[src/rtl/math_pkg.sv]
// Shared definitions for the math datapath blocks.
//   state_t   : divider FSM state encoding (IDLE, RUN, FIX, DONE)
//   ceil_div  : ceiling division, used to derive STEPS = ceil(WIDTH/BITS_PER_CYCLE)
//   clog2     : ceiling log2, used to size the divider step counter
package math_pkg;

  typedef enum logic [1:0] {
    IDLE = 2'd0,
    RUN  = 2'd1,
    FIX  = 2'd2,
    DONE = 2'd3
  } state_t;

  function automatic int unsigned ceil_div(input int unsigned num, input int unsigned den);
    return (num + den - 1) / den;
  endfunction

  function automatic int unsigned clog2(input int unsigned n);
    int unsigned r;
    r = 0;
    while ((64'd1 << r) < 64'(n)) r++;
    return r;
  endfunction

endpackage

[src/rtl/math_div_step.sv]
// One combinational restoring-division step.
//   rem_in  : partial remainder before the step
//   dvd_bit : next dividend bit shifted into the partial remainder
//   divisor : divisor
//   rem_out : partial remainder after the step
//   q_bit   : resolved quotient bit
module math_div_step #(
  parameter int unsigned WIDTH = 8
) (
  input  logic [WIDTH-1:0] rem_in,
  input  logic             dvd_bit,
  input  logic [WIDTH-1:0] divisor,
  output logic [WIDTH-1:0] rem_out,
  output logic             q_bit
);

  logic [WIDTH:0] shifted;
  logic [WIDTH:0] diff;

  // The trial subtraction is done on WIDTH+1 bits: the shifted remainder can
  // exceed 2^WIDTH-1, and bit WIDTH of the difference is the borrow/sign.
  always_comb begin
    shifted = {rem_in, dvd_bit};
    diff    = shifted - {1'b0, divisor};
    q_bit   = ~diff[WIDTH];
    rem_out = q_bit ? diff[WIDTH-1:0] : shifted[WIDTH-1:0];
  end

endmodule

[src/rtl/math_divider_sequential.sv]
// Iterative restoring divider, BITS_PER_CYCLE quotient bits per clock.
// Optional build macro: MATH_DIVIDER_SIGNED_EN (two's-complement operands,
// truncating quotient, remainder takes the dividend's sign, extra FIX cycle).
//   clk, rst              : clock, synchronous active-high reset
//   in_valid / in_ready   : operand handshake (I1 dividend, I2 divisor)
//   out_valid / out_ready : result handshake
//   quotient, remainder   : I1 / I2 and I1 % I2
//   div_by_zero           : result came from I2 == 0 (quotient all ones, remainder I1)
module math_divider_sequential
  import math_pkg::*;
#(
  parameter int unsigned WIDTH          = 8,
  parameter int unsigned BITS_PER_CYCLE = 1
) (
  input  logic             clk,
  input  logic             rst,
  input  logic             in_valid,
  output logic             in_ready,
  input  logic [WIDTH-1:0] I1,
  input  logic [WIDTH-1:0] I2,
  output logic             out_valid,
  input  logic             out_ready,
  output logic [WIDTH-1:0] quotient,
  output logic [WIDTH-1:0] remainder,
  output logic             div_by_zero
);

  localparam int unsigned STEPS  = ceil_div(WIDTH, BITS_PER_CYCLE);
  localparam int unsigned CNT_W  = (clog2(STEPS) < 1) ? 1 : clog2(STEPS);
  localparam logic [CNT_W-1:0] LAST_STEP = CNT_W'(STEPS - 1);

  state_t           state;
  logic [CNT_W-1:0] step_cnt;
  logic [WIDTH-1:0] rem_r;   // partial remainder
  logic [WIDTH-1:0] dvd_r;   // dividend bits shift out the top, quotient bits fill the bottom
  logic [WIDTH-1:0] dvs_r;   // divisor (magnitude in the signed build)
  logic [WIDTH-1:0] op_a;    // dividend as fed to the datapath
  logic [WIDTH-1:0] op_b;    // divisor as fed to the datapath
  logic [WIDTH-1:0] chain_rem;
  logic [WIDTH-1:0] chain_dvd;

`ifdef MATH_DIVIDER_SIGNED_EN
  logic neg_q;
  logic neg_r;

  // Divide magnitudes; MIN maps onto itself, which is the correct unsigned magnitude.
  always_comb begin
    op_a = I1[WIDTH-1] ? -I1 : I1;
    op_b = I2[WIDTH-1] ? -I2 : I2;
  end
`else
  always_comb begin
    op_a = I1;
    op_b = I2;
  end
`endif

  // Chain of restoring steps evaluated in one clock. A stage whose bit index
  // lies beyond WIDTH (short final clock) passes its inputs through unshifted.
  for (genvar k = 0; k < BITS_PER_CYCLE; k++) begin : g_stage
    logic [WIDTH-1:0] rem_i;
    logic [WIDTH-1:0] dvd_i;
    logic [WIDTH-1:0] rem_s;
    logic [WIDTH-1:0] rem_o;
    logic [WIDTH-1:0] dvd_o;
    logic             q_s;
    logic             active;

    if (k == 0) begin : g_first
      assign rem_i = rem_r;
      assign dvd_i = dvd_r;
    end else begin : g_next
      assign rem_i = g_stage[k-1].rem_o;
      assign dvd_i = g_stage[k-1].dvd_o;
    end

    assign active = ((32'(step_cnt) * BITS_PER_CYCLE) + 32'(k)) < WIDTH;

    math_div_step #(
      .WIDTH(WIDTH)
    ) u_step (
      .rem_in (rem_i),
      .dvd_bit(dvd_i[WIDTH-1]),
      .divisor(dvs_r),
      .rem_out(rem_s),
      .q_bit  (q_s)
    );

    assign rem_o = active ? rem_s : rem_i;
    assign dvd_o = active ? {dvd_i[WIDTH-2:0], q_s} : dvd_i;
  end

  assign chain_rem = g_stage[BITS_PER_CYCLE-1].rem_o;
  assign chain_dvd = g_stage[BITS_PER_CYCLE-1].dvd_o;

  always_ff @(posedge clk) begin
    if (rst) begin
      state       <= IDLE;
      step_cnt    <= '0;
      in_ready    <= 1'b0;
      out_valid   <= 1'b0;
      quotient    <= '0;
      remainder   <= '0;
      div_by_zero <= 1'b0;
      rem_r       <= '0;
      dvd_r       <= '0;
      dvs_r       <= '0;
`ifdef MATH_DIVIDER_SIGNED_EN
      neg_q       <= 1'b0;
      neg_r       <= 1'b0;
`endif
    end else begin
      case (state)
        IDLE: begin
          if (in_valid && in_ready) begin
            in_ready <= 1'b0;
            if (I2 == '0) begin
              quotient    <= '1;
              remainder   <= I1;
              div_by_zero <= 1'b1;
              out_valid   <= 1'b1;
              state       <= DONE;
            end else begin
              rem_r    <= '0;
              dvd_r    <= op_a;
              dvs_r    <= op_b;
              step_cnt <= '0;
`ifdef MATH_DIVIDER_SIGNED_EN
              neg_q    <= I1[WIDTH-1] ^ I2[WIDTH-1];
              neg_r    <= I1[WIDTH-1];
`endif
              state    <= RUN;
            end
          end else begin
            in_ready <= 1'b1;
          end
        end

        RUN: begin
          rem_r <= chain_rem;
          dvd_r <= chain_dvd;
          if (step_cnt == LAST_STEP) begin
            step_cnt <= '0;
`ifdef MATH_DIVIDER_SIGNED_EN
            state       <= FIX;
`else
            quotient    <= chain_dvd;
            remainder   <= chain_rem;
            div_by_zero <= 1'b0;
            out_valid   <= 1'b1;
            state       <= DONE;
`endif
          end else begin
            step_cnt <= step_cnt + 1'b1;
          end
        end

`ifdef MATH_DIVIDER_SIGNED_EN
        FIX: begin
          quotient    <= neg_q ? -dvd_r : dvd_r;
          remainder   <= neg_r ? -rem_r : rem_r;
          div_by_zero <= 1'b0;
          out_valid   <= 1'b1;
          state       <= DONE;
        end
`endif

        DONE: begin
          if (out_ready) begin
            out_valid <= 1'b0;
            in_ready  <= 1'b1;
            state     <= IDLE;
          end
        end

        default: state <= IDLE;
      endcase
    end
  end

endmodule
[config.mk]
export PLATFORM = sky130hd
export DESIGN_NAME = math_divider_sequential
export DESIGN_NICKNAME = d
export VERILOG_FILES = /design/src/rtl/math_pkg.sv /design/src/rtl/math_div_step.sv /design/src/rtl/math_divider_sequential.sv
export SDC_FILE = /design/constraint.sdc
export NUM_CORES = 1
export LEC_CHECK = 0
export CORE_MARGIN = 3
export CORE_UTILIZATION = 32
export CTS_BUF_LIST = sky130_fd_sc_hd__clkbuf_16
export CTS_CLUSTER_DIAMETER = 120
export DETAILED_ROUTE_END_ITERATION = 12
export SYNTH_ARGS = -nofsm -noshare
export SYNTH_HDL_FRONTEND = slang
export SYNTH_SLANG_ARGS = --single-unit
[constraint.sdc]
create_clock -name clk -period 5.3 [get_ports clk]
set_clock_uncertainty 0.1 [all_clocks]
set_input_delay 0.53 -clock clk [delete_from_list [all_inputs] [get_ports clk]]
set_output_delay 0.53 -clock clk [all_outputs]
set_load 0.005 [all_outputs]
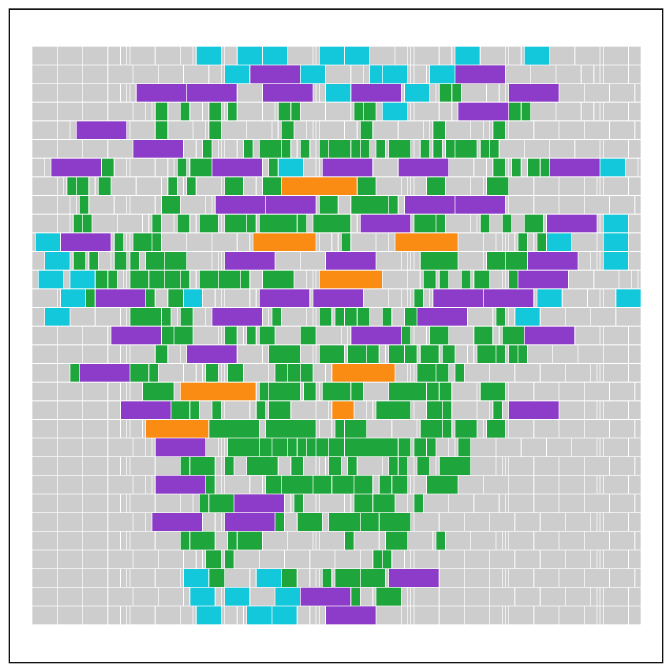
Figure 1: cell classes on the final placement.
Fill, decap, tap and diode cells in grey.
class	colour	cells
remaining logic cells	green	241
remaining buffers and delay cells	cyan	39
clock drivers and dummy loads	orange	8
registers	purple	48

==> qor.yml <==
dpl_worst_slack_ns: 2.38
initial_utilization_pct: 33.9
port-buffer-count: 38
nets: 366
synth_seq_share_pct: 37.9
cts_setup_buffers: 0
setup_viol: 0
antenna_found_initial: 0
status: "completed"
grt_setup_unrepaired: "false"
tightestPinTransition_ns: 0.968
r2r_cells: 10
path_buffers: 2
chipHeight_um: 95.0
cts_tree: "yes"
comb_power_share_pct: 30.9
fin_setup_tns_ns: 0
boundaryPins: 39
logic_family: "AND-OR/OR-AND gates"
regArea_sq_um: 961
drt_iter0_drc: 123
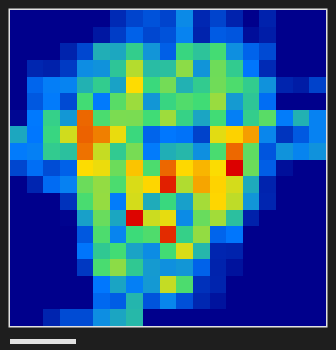
Figure 2: routed metal per tile.
Bar = 20 um. The die is cut into 19 by 19 equal tiles; dark blue is low, red is high, scaled to the fullest tile. Values are wire area over tile area, all layers added.
fullest tile	0.39
mean over tiles	0.10
densest ninth of the die	centre
tiles over half the peak	22%
emptiest ninth of the die	lower right
nearly empty tiles	32%

